Figure 1. Track usage over the die (run 1).
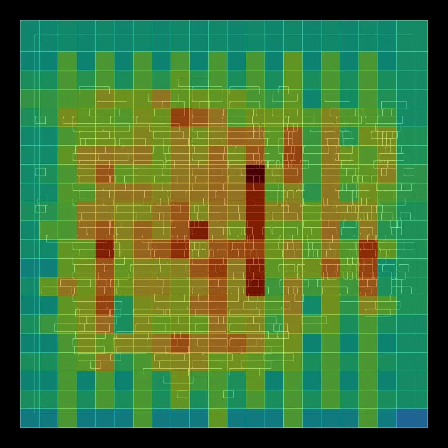
Figure 2. Supply network (run 1).
Bar = 50 um. Pins as bars on the die edge.
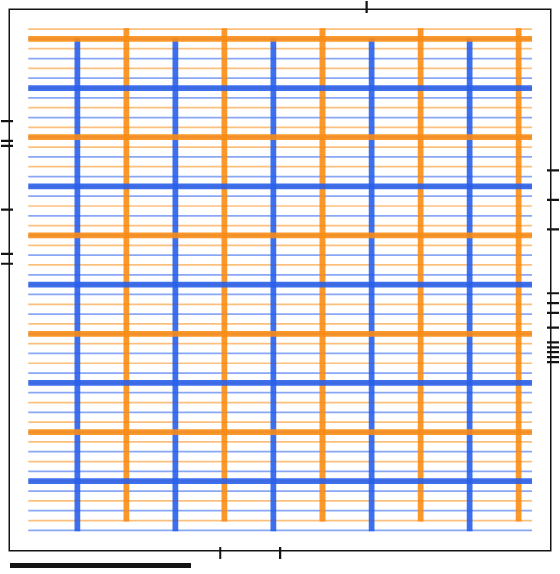
Figure 3. Routed clock nets over the placement (run 1).
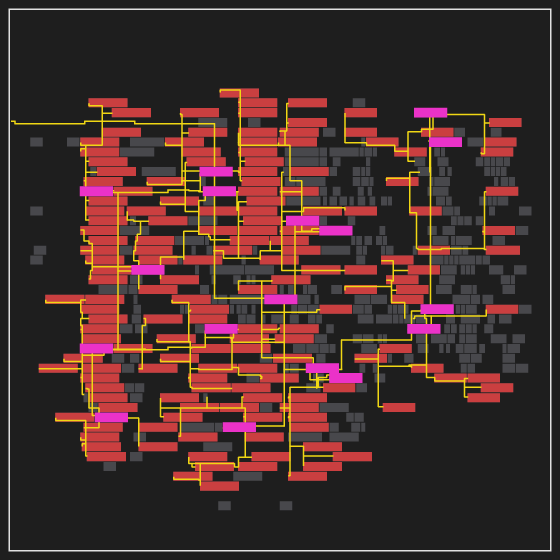
Figure 4. Routed metal, one colour a layer (run 1).
Bar = 50 um.
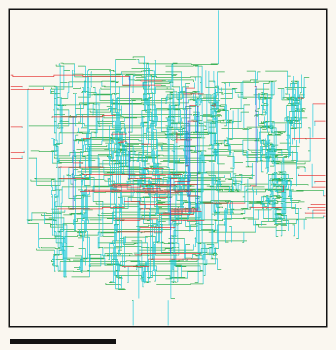
<file path="src/rtl/uart_tx_if.sv">
`default_nettype none
// ============================================================================
//  Module   : uart_tx_if
//  Function : Byte handshake between the host-side bus logic and the UART
//             transmitter (valid/ready with an 8-bit payload).
//  Revision : 1.0 - initial release
// ============================================================================
interface uart_tx_if;
  logic       tx_valid;
  logic [7:0] tx_data;
  logic       tx_ready;

  // Host side offers bytes and watches for back-pressure.
  modport master (output tx_valid, output tx_data, input tx_ready);
  // Transmitter side accepts bytes and reports FIFO space.
  modport slave  (input tx_valid, input tx_data, output tx_ready);
endinterface
`default_nettype wire

</file>
<file path="src/rtl/uart_tx.sv">
`default_nettype none
// ============================================================================
//  Module   : uart_tx
//  Function : UART transmitter with input FIFO. Serialises buffered bytes as
//             8N1 / 8N2 frames, LSB first, timed by a shared 16x tick enable.
//  Revision : 1.0 - initial release
// ============================================================================
module uart_tx #(
  parameter int FIFO_DEPTH = 16,
  parameter int STOP_BITS  = 1
) (
  input  logic                             clk,
  input  logic                             reset,
  input  logic                             tick,
  uart_tx_if.slave                         bus,
  output logic                             tx_pin,
  output logic                             tx_busy,
  output logic                             tx_done,
  output logic [$clog2(FIFO_DEPTH+1)-1:0]  fifo_count
);

  localparam int c_PTR_W  = $clog2(FIFO_DEPTH);
  localparam int c_CNT_W  = $clog2(FIFO_DEPTH + 1);
  // One extra bit is needed only to count the 32 ticks of a double stop bit.
  localparam int c_TICK_W = (STOP_BITS == 2) ? 5 : 4;

  localparam logic [c_TICK_W-1:0] c_BIT_LAST  = c_TICK_W'(15);
  localparam logic [c_TICK_W-1:0] c_STOP_LAST = c_TICK_W'(16 * STOP_BITS - 1);
  localparam logic [c_CNT_W-1:0]  c_FULL_CNT  = c_CNT_W'(FIFO_DEPTH);

  typedef enum logic [1:0] {
    IDLE  = 2'd0,
    START = 2'd1,
    DATA  = 2'd2,
    STOP  = 2'd3
  } state_t;

  // --------------------------------------------------------------------------
  // FIFO storage and occupancy
  // --------------------------------------------------------------------------
  logic [7:0]          r_mem [FIFO_DEPTH];
  logic [c_PTR_W-1:0]  r_wr_ptr;
  logic [c_PTR_W-1:0]  r_rd_ptr;
  logic [c_CNT_W-1:0]  r_count;
  logic                r_full;

  logic                w_push;
  logic                w_pop;
  logic                w_empty;
  logic [7:0]          w_head;
  logic [c_CNT_W-1:0]  w_count_nxt;

  // Ready is taken from the registered full flag only, so a pop frees space
  // one cycle later rather than combinationally.
  assign w_push  = bus.tx_valid && !r_full;
  assign w_empty = (r_count == '0);
  assign w_head  = r_mem[r_rd_ptr];

  // Occupancy after this edge; a simultaneous push and pop leaves it unchanged.
  always_comb begin
    w_count_nxt = r_count;
    if (w_push && !w_pop) begin
      w_count_nxt = r_count + 1'b1;
    end else if (!w_push && w_pop) begin
      w_count_nxt = r_count - 1'b1;
    end
  end

  // Payload storage; contents need no reset since occupancy guards every read.
  always_ff @(posedge clk) begin
    if (w_push) begin
      r_mem[r_wr_ptr] <= bus.tx_data;
    end
  end

  // Pointers wrap naturally; full/empty come from the occupancy counter.
  always_ff @(posedge clk or posedge reset) begin
    if (reset) begin
      r_wr_ptr <= '0;
      r_rd_ptr <= '0;
      r_count  <= '0;
      r_full   <= 1'b0;
    end else begin
      if (w_push) r_wr_ptr <= r_wr_ptr + 1'b1;
      if (w_pop)  r_rd_ptr <= r_rd_ptr + 1'b1;
      r_count <= w_count_nxt;
      r_full  <= (w_count_nxt == c_FULL_CNT);
    end
  end

  // --------------------------------------------------------------------------
  // Serialiser FSM
  // --------------------------------------------------------------------------
  state_t              r_state;
  state_t              w_state_nxt;
  logic [c_TICK_W-1:0] r_tick_cnt;
  logic [c_TICK_W-1:0] w_tick_nxt;
  logic [2:0]          r_bit_cnt;
  logic [2:0]          w_bit_nxt;
  logic [7:0]          r_shift;
  logic [7:0]          w_shift_nxt;
  logic                r_tx_pin;
  logic                w_pin_nxt;
  logic                r_tx_done;
  logic                w_done_nxt;

  // State, counters and the line flop; reset returns the line high at once.
  always_ff @(posedge clk or posedge reset) begin
    if (reset) begin
      r_state    <= IDLE;
      r_tick_cnt <= '0;
      r_bit_cnt  <= '0;
      r_shift    <= '0;
      r_tx_pin   <= 1'b1;
      r_tx_done  <= 1'b0;
    end else begin
      r_state    <= w_state_nxt;
      r_tick_cnt <= w_tick_nxt;
      r_bit_cnt  <= w_bit_nxt;
      r_shift    <= w_shift_nxt;
      r_tx_pin   <= w_pin_nxt;
      r_tx_done  <= w_done_nxt;
    end
  end

  // Next-state logic: each bit lasts 16 ticks; the line value is precomputed
  // so it changes on the same edge as the state.
  always_comb begin
    w_state_nxt = r_state;
    w_tick_nxt  = r_tick_cnt;
    w_bit_nxt   = r_bit_cnt;
    w_shift_nxt = r_shift;
    w_pin_nxt   = r_tx_pin;
    w_done_nxt  = 1'b0;
    w_pop       = 1'b0;

    case (r_state)
      IDLE: begin
        w_pin_nxt = 1'b1;
        if (!w_empty) begin
          w_pop       = 1'b1;
          w_shift_nxt = w_head;
          w_tick_nxt  = '0;
          w_pin_nxt   = 1'b0;
          w_state_nxt = START;
        end
      end

      START: begin
        if (tick) begin
          if (r_tick_cnt == c_BIT_LAST) begin
            w_tick_nxt  = '0;
            w_bit_nxt   = '0;
            w_pin_nxt   = r_shift[0];
            w_state_nxt = DATA;
          end else begin
            w_tick_nxt = r_tick_cnt + 1'b1;
          end
        end
      end

      DATA: begin
        if (tick) begin
          if (r_tick_cnt == c_BIT_LAST) begin
            w_tick_nxt  = '0;
            w_shift_nxt = {1'b0, r_shift[7:1]};
            if (r_bit_cnt == 3'd7) begin
              w_pin_nxt   = 1'b1;
              w_state_nxt = STOP;
            end else begin
              w_bit_nxt = r_bit_cnt + 1'b1;
              w_pin_nxt = r_shift[1];
            end
          end else begin
            w_tick_nxt = r_tick_cnt + 1'b1;
          end
        end
      end

      STOP: begin
        w_pin_nxt = 1'b1;
        if (tick) begin
          if (r_tick_cnt == c_STOP_LAST) begin
            w_tick_nxt  = '0;
            w_done_nxt  = 1'b1;
            w_state_nxt = IDLE;
          end else begin
            w_tick_nxt = r_tick_cnt + 1'b1;
          end
        end
      end

      default: begin
        w_pin_nxt   = 1'b1;
        w_state_nxt = IDLE;
      end
    endcase
  end

  assign bus.tx_ready = !r_full;
  assign tx_pin       = r_tx_pin;
  assign tx_busy      = (r_state != IDLE);
  assign tx_done      = r_tx_done;
  assign fifo_count   = r_count;

endmodule
`default_nettype wire

</file>
<file path="src/flat_wrapper.sv">
// flat-port wrapper written by rule: the top's interface ports become plain ports
module uart_tx_flat 
#(
  parameter int FIFO_DEPTH = 16,
  parameter int STOP_BITS  = 1
)
  (clk, reset, tick, tx_pin, tx_busy, tx_done, fifo_count, bus_tx_valid, bus_tx_data, bus_tx_ready);
  uart_tx_if bus_i ();
  input  logic clk;
  input  logic reset;
  input  logic tick;
  output logic tx_pin;
  output logic tx_busy;
  output logic tx_done;
  output logic [$clog2(FIFO_DEPTH+1)-1:0] fifo_count;
  input wire logic [$bits(bus_i.tx_valid)-1:0] bus_tx_valid;
  input wire logic [$bits(bus_i.tx_data)-1:0] bus_tx_data;
  output wire logic [$bits(bus_i.tx_ready)-1:0] bus_tx_ready;
  assign bus_i.tx_valid = bus_tx_valid;
  assign bus_i.tx_data = bus_tx_data;
  assign bus_tx_ready = bus_i.tx_ready;
  uart_tx #(.FIFO_DEPTH(FIFO_DEPTH), .STOP_BITS(STOP_BITS)) u_core (.clk(clk), .reset(reset), .tick(tick), .bus(bus_i), .tx_pin(tx_pin), .tx_busy(tx_busy), .tx_done(tx_done), .fifo_count(fifo_count));
endmodule
</file>
<file path="config.mk">
export PLATFORM = sky130hd
export DESIGN_NAME = uart_tx_flat
export DESIGN_NICKNAME = d
export VERILOG_FILES = /design/src/rtl/uart_tx_if.sv /design/src/rtl/uart_tx.sv /design/src/flat_wrapper.sv
export SDC_FILE = /design/constraint.sdc
export NUM_CORES = 1
export LEC_CHECK = 0
export CORE_MARGIN = 5
export CORE_UTILIZATION = 35
export CTS_CLUSTER_SIZE = 14
export DETAILED_ROUTE_END_ITERATION = 12
export SYNTH_ARGS = -nofsm -noshare
export SYNTH_HDL_FRONTEND = slang
export SYNTH_SLANG_ARGS = --single-unit
</file>
<file path="constraint.sdc">
create_clock -name clk -period 4.3 [get_ports clk]
set_clock_uncertainty 0.05 [all_clocks]
set_input_delay 0.86 -clock clk [delete_from_list [all_inputs] [get_ports clk]]
set_output_delay 0.86 -clock clk [all_outputs]
set_load 0.1 [all_outputs]
</file>
==> qor.csv, run 1 <==
stage;metric;value;unit
status;status;completed;
hold_path;min_path_type;reg -> reg;
power;switching_share;0.367;
power;p_seq;2220;uW
yosys;yosysCellCount;427;
yosys;adder_share;0.0276;
yosys;yosys.cell_types.count;50;
worst_setup_path;crit_path_start;u_core.r_state[0];
power;clockPowerShare;0.253;
global_route;grt_pass1_wl;21900;um
yosys;yosys-stat-area;6810;um2
worst_setup_path;cp-end-kind;primary output;
detailed_routing;vias;3752;
yosys;syn_area_per_cell;15.9;um2
detailed_routing;firstDrtPassIters;5;
yosys;synth_seq_share;0.686;
cells_and_area;largest-register;u_core.r_mem;
cells_and_area;flop_area;4670;um2
cells_and_area;final_area;7820;um2
worst_setup_path;slowest_delay;1.17;ns
detailed_routing;antenna_left;0;
job;cap_violations;0;
cells_and_area;mostFrequentLayoutCells;edfxtp_1, dfrtp_1, nand2_1;
final_timing;layout_min_cycle_time;3.41;ns
yosys;simple_gate_share;0.0693;
final_timing;hold_ws;0.491;ns
detailed_routing;totalWireLength;13900;um
cells_and_area;fin_cells;733;
cells_and_area;sh_seq_area;0.597;
worst_setup_path;crit_buf_inv;3;
yosys;ys_sh_mux;0.116;
final_timing;hold_viol_final;0;
floorplan;rows;51;
yosys;yosys.area.top_type;edfxtp_1;
clock_tree;cts_buffers;17;
clock_tree;cts_max_level;4;
placed_design;hpwl;9250;um
yosys;fp_nets;454;
power;p_clk;1370;uW
power;comb_power_share;0.338;
cells_and_area;num-fill-cells;1748;
clock_tree;clkLatencyLatePin;0.43;ns
power;power.leakage;0.00272;uW
detailed_routing;route.met3.wl;929;um
cells_and_area;buffers_excl_clock;29;
worst_setup_path;critPathSlowestCell;clkdlybuf4s50_1;
clock_tree;ctsHoldBuffers;0;
worst_setup_path;crit_type;reg -> out;
clock_tree;cts_root_buffer;clkbuf_16;
cells_and_area;largest_cell_class;sequential cells;
final_timing;relSlewSlack;0.287;
cells_and_area;buf_share;0.0342;
placed_design;numPortBuffers;20;
worst_setup_path;rr_worst_depth;6;
worst_setup_path;cp.required;3.39;ns
floorplan;core;19300;um2
worst_setup_path;path_depth;4;
hold_path;min_to;u_core.r_bit_cnt[2];
floorplan;die_width;149;um
cells_and_area;clock_buffers;18;
final_timing;finalSetupTns;0;ns
cells_and_area;lay_top_count;edfxtp_1;
placed_design;gp_congestion;0.815;
cells_and_area;n_all_inverters;11;
floorplan;initCoreUtil;0.352;
cells_and_area;clock_cell_area_share;0.0685;
worst_setup_path;start_kind;flip-flop;
yosys;ys_warn_count;0;
yosys;topCellsByArea;edfxtp_1, dfrtp_1, mux4_2, mux4_1, mux2i_1;
worst_setup_path;crit_chain;inv_1 > ha_1 > inv_1 > clkdlybuf4s50_1;
global_route;top_usage_layer;met2;
worst_setup_path;worstReg2RegEnd;u_core.r_shift[5];
power;powerDensity;694;nW/um2
clock_tree;cts_tree;built;
floorplan;taps;265;
-- Figure 1 (at the start) --
met1 Use GR: 0.183
final core occ: 0.405

-- Figure 2 (at the start) --
blue -> VSS
orange -> VDD
met1 rails = 52
rows = 51
met5 straps = 10

-- Figure 3 (at the start) --
magenta -> clock drivers  # count 17
yellow -> clock wires  # length 1840 um
red -> flip-flops  # count 161
routed clock nets = 18

-- Figure 4 (at the start) --
cyan -> metal 2  # wire length 6380 um
green -> metal 1  # wire length 6280 um
red -> metal 3  # wire length 930 um
blue -> metal 4  # wire length 341 um

==> run 2: changes to the inputs <==
==> constraint.sdc (replaced) <==
create_clock -name clk -period 3 [get_ports clk]
set_clock_uncertainty 0.05 [all_clocks]
set_input_delay 0.6 -clock clk [delete_from_list [all_inputs] [get_ports clk]]
set_output_delay 0.6 -clock clk [all_outputs]
set_load 0.1 [all_outputs]
Figure 5. Placement by cell class (run 2).
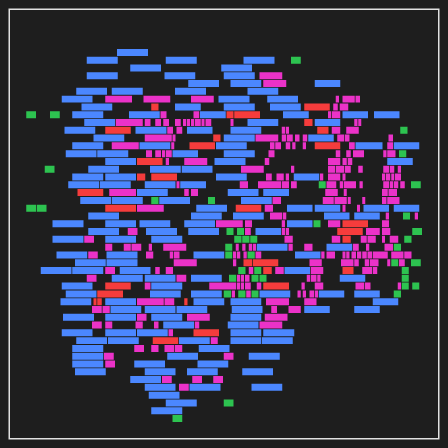
green -> remaining buffers and delay cells  # cells 42, share of their area 4.5%
magenta -> combinational and other logic  # cells 246, share of their area 27%
blue -> sequential cells  # cells 161, share of their area 62%
red -> clock drivers and dummy loads  # cells 31, share of their area 7.3%

Figure 6. Routed metal, one colour a layer (run 2).
Bar = 50 um.
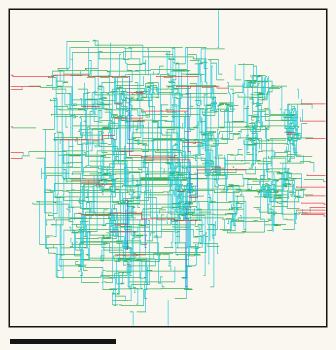
red -> metal 3  # wire length 572 um
green -> metal 1  # wire length 6200 um
blue -> metal 4  # wire length 177 um
cyan -> metal 2  # wire length 6890 um

Figure 7. Supply network (run 2).
Bar = 50 um. Pins as bars on the die edge.
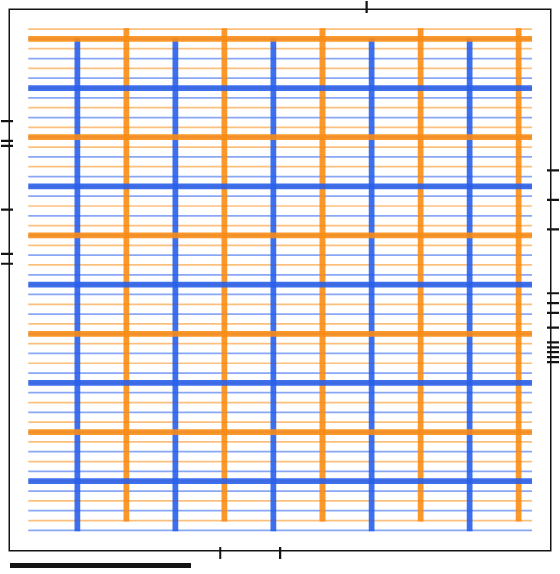
orange -> VDD
blue -> VSS
rows = 51
met1 rails = 52

==> run 2 against run 1 <==
Effect of this change: synthesized cell count unchanged; non-clock buffer count increased by 13; area after synthesis unchanged; highest routed layer unchanged; combinational power increased by 43%; cell area increased by 1.2%.
==> qor.csv, run 2 <==
stage;metric;value;unit
job;cap_violations;0;
power;switching_share;0.359;
floorplan;pin_count;21;
worst_setup_path;crit_chain;buf_4 > mux4_2 > a22oi_1 > a31oi_1 > a21oi_1 > a21oi_1;
final_timing;relSlewSlack;0.438;
status;status;completed;
yosys;ys_warn_count;0;
yosys;simple_gate_share;0.0693;
worst_setup_path;path_depth;6;
power;clockPowerShare;0.260;
worst_setup_path;path_delay_family;flip-flops;
worst_setup_path;cp.required;3.25;ns
floorplan;initCoreUtil;0.352;
cells_and_area;buffers_excl_clock;42;
yosys;yosys-stat-area;6810;um2
hold_path;min_path_type;reg -> reg;
worst_setup_path;start_kind;flip-flop;
yosys;syn_area_per_cell;15.9;um2
cells_and_area;sh_seq_area;0.590;
detailed_routing;antenna_left;0;
placed_design;numPortBuffers;20;
floorplan;taps;265;
final_timing;layout_min_cycle_time;2.46;ns
clock_tree;cts_max_level;4;
power;irDropWorstVdd;0.000389;V
power;comb_power_share;0.337;
placed_design;hpwl;8970;um
floorplan;die_width;149;um
placed_design;gp_congestion;0.775;
worst_setup_path;cp-end-kind;flip-flop;
final_timing;fmax;0.406;GHz
worst_setup_path;crit_path_start;u_core.r_rd_ptr[0];
global_route;grt_pass1_wl;22100;um
clock_tree;cts_buffers;17;
cells_and_area;num-fill-cells;1727;
cells_and_area;largest-register;u_core.r_mem;
power;power.leakage;0.00280;uW
final_timing;hold_viol_final;0;
worst_setup_path;critPathSlowestCell;dfrtp_1;
cells_and_area;lay_top_count;edfxtp_1;
detailed_routing;firstDrtPassIters;4;
yosys;yosys.cell_types.count;50;
power;p_clk;2030;uW
detailed_routing;route.met3.wl;572;um
cells_and_area;largest_cell_class;sequential cells;
clock_tree;ctsHoldBuffers;0;
worst_setup_path;rr_worst_depth;6;
final_timing;finalSetupTns;0;ns
power;p_seq;3150;uW
yosys;fp_nets;454;
cells_and_area;final_area;7920;um2
cells_and_area;flop_area;4670;um2
detailed_routing;vias;3776;
power;powerDensity;986;nW/um2
floorplan;core;19300;um2
yosys;ys_sh_mux;0.116;
yosys;yosysCellCount;427;
cells_and_area;clock_cell_area_share;0.0703;
floorplan;rows;51;
worst_setup_path;slowest_delay;0.82;ns
cells_and_area;buf_share;0.0433;
hold_path;min_to;u_core.r_tick_cnt[1];
final_timing;hold_ws;0.487;ns
yosys;adder_share;0.0276;
cells_and_area;fin_cells;745;
clock_tree;clkLatencyLatePin;0.42;ns
cells_and_area;mostFrequentLayoutCells;edfxtp_1, dfrtp_1, buf_4;
worst_setup_path;crit_buf_inv;1;
clock_tree;cts_tree;built;
cells_and_area;fin_util;0.410;
cells_and_area;n_all_inverters;11;
yosys;synth_seq_share;0.686;
power;p_comb;2630;uW
Power and IR drop assume default switching activity.
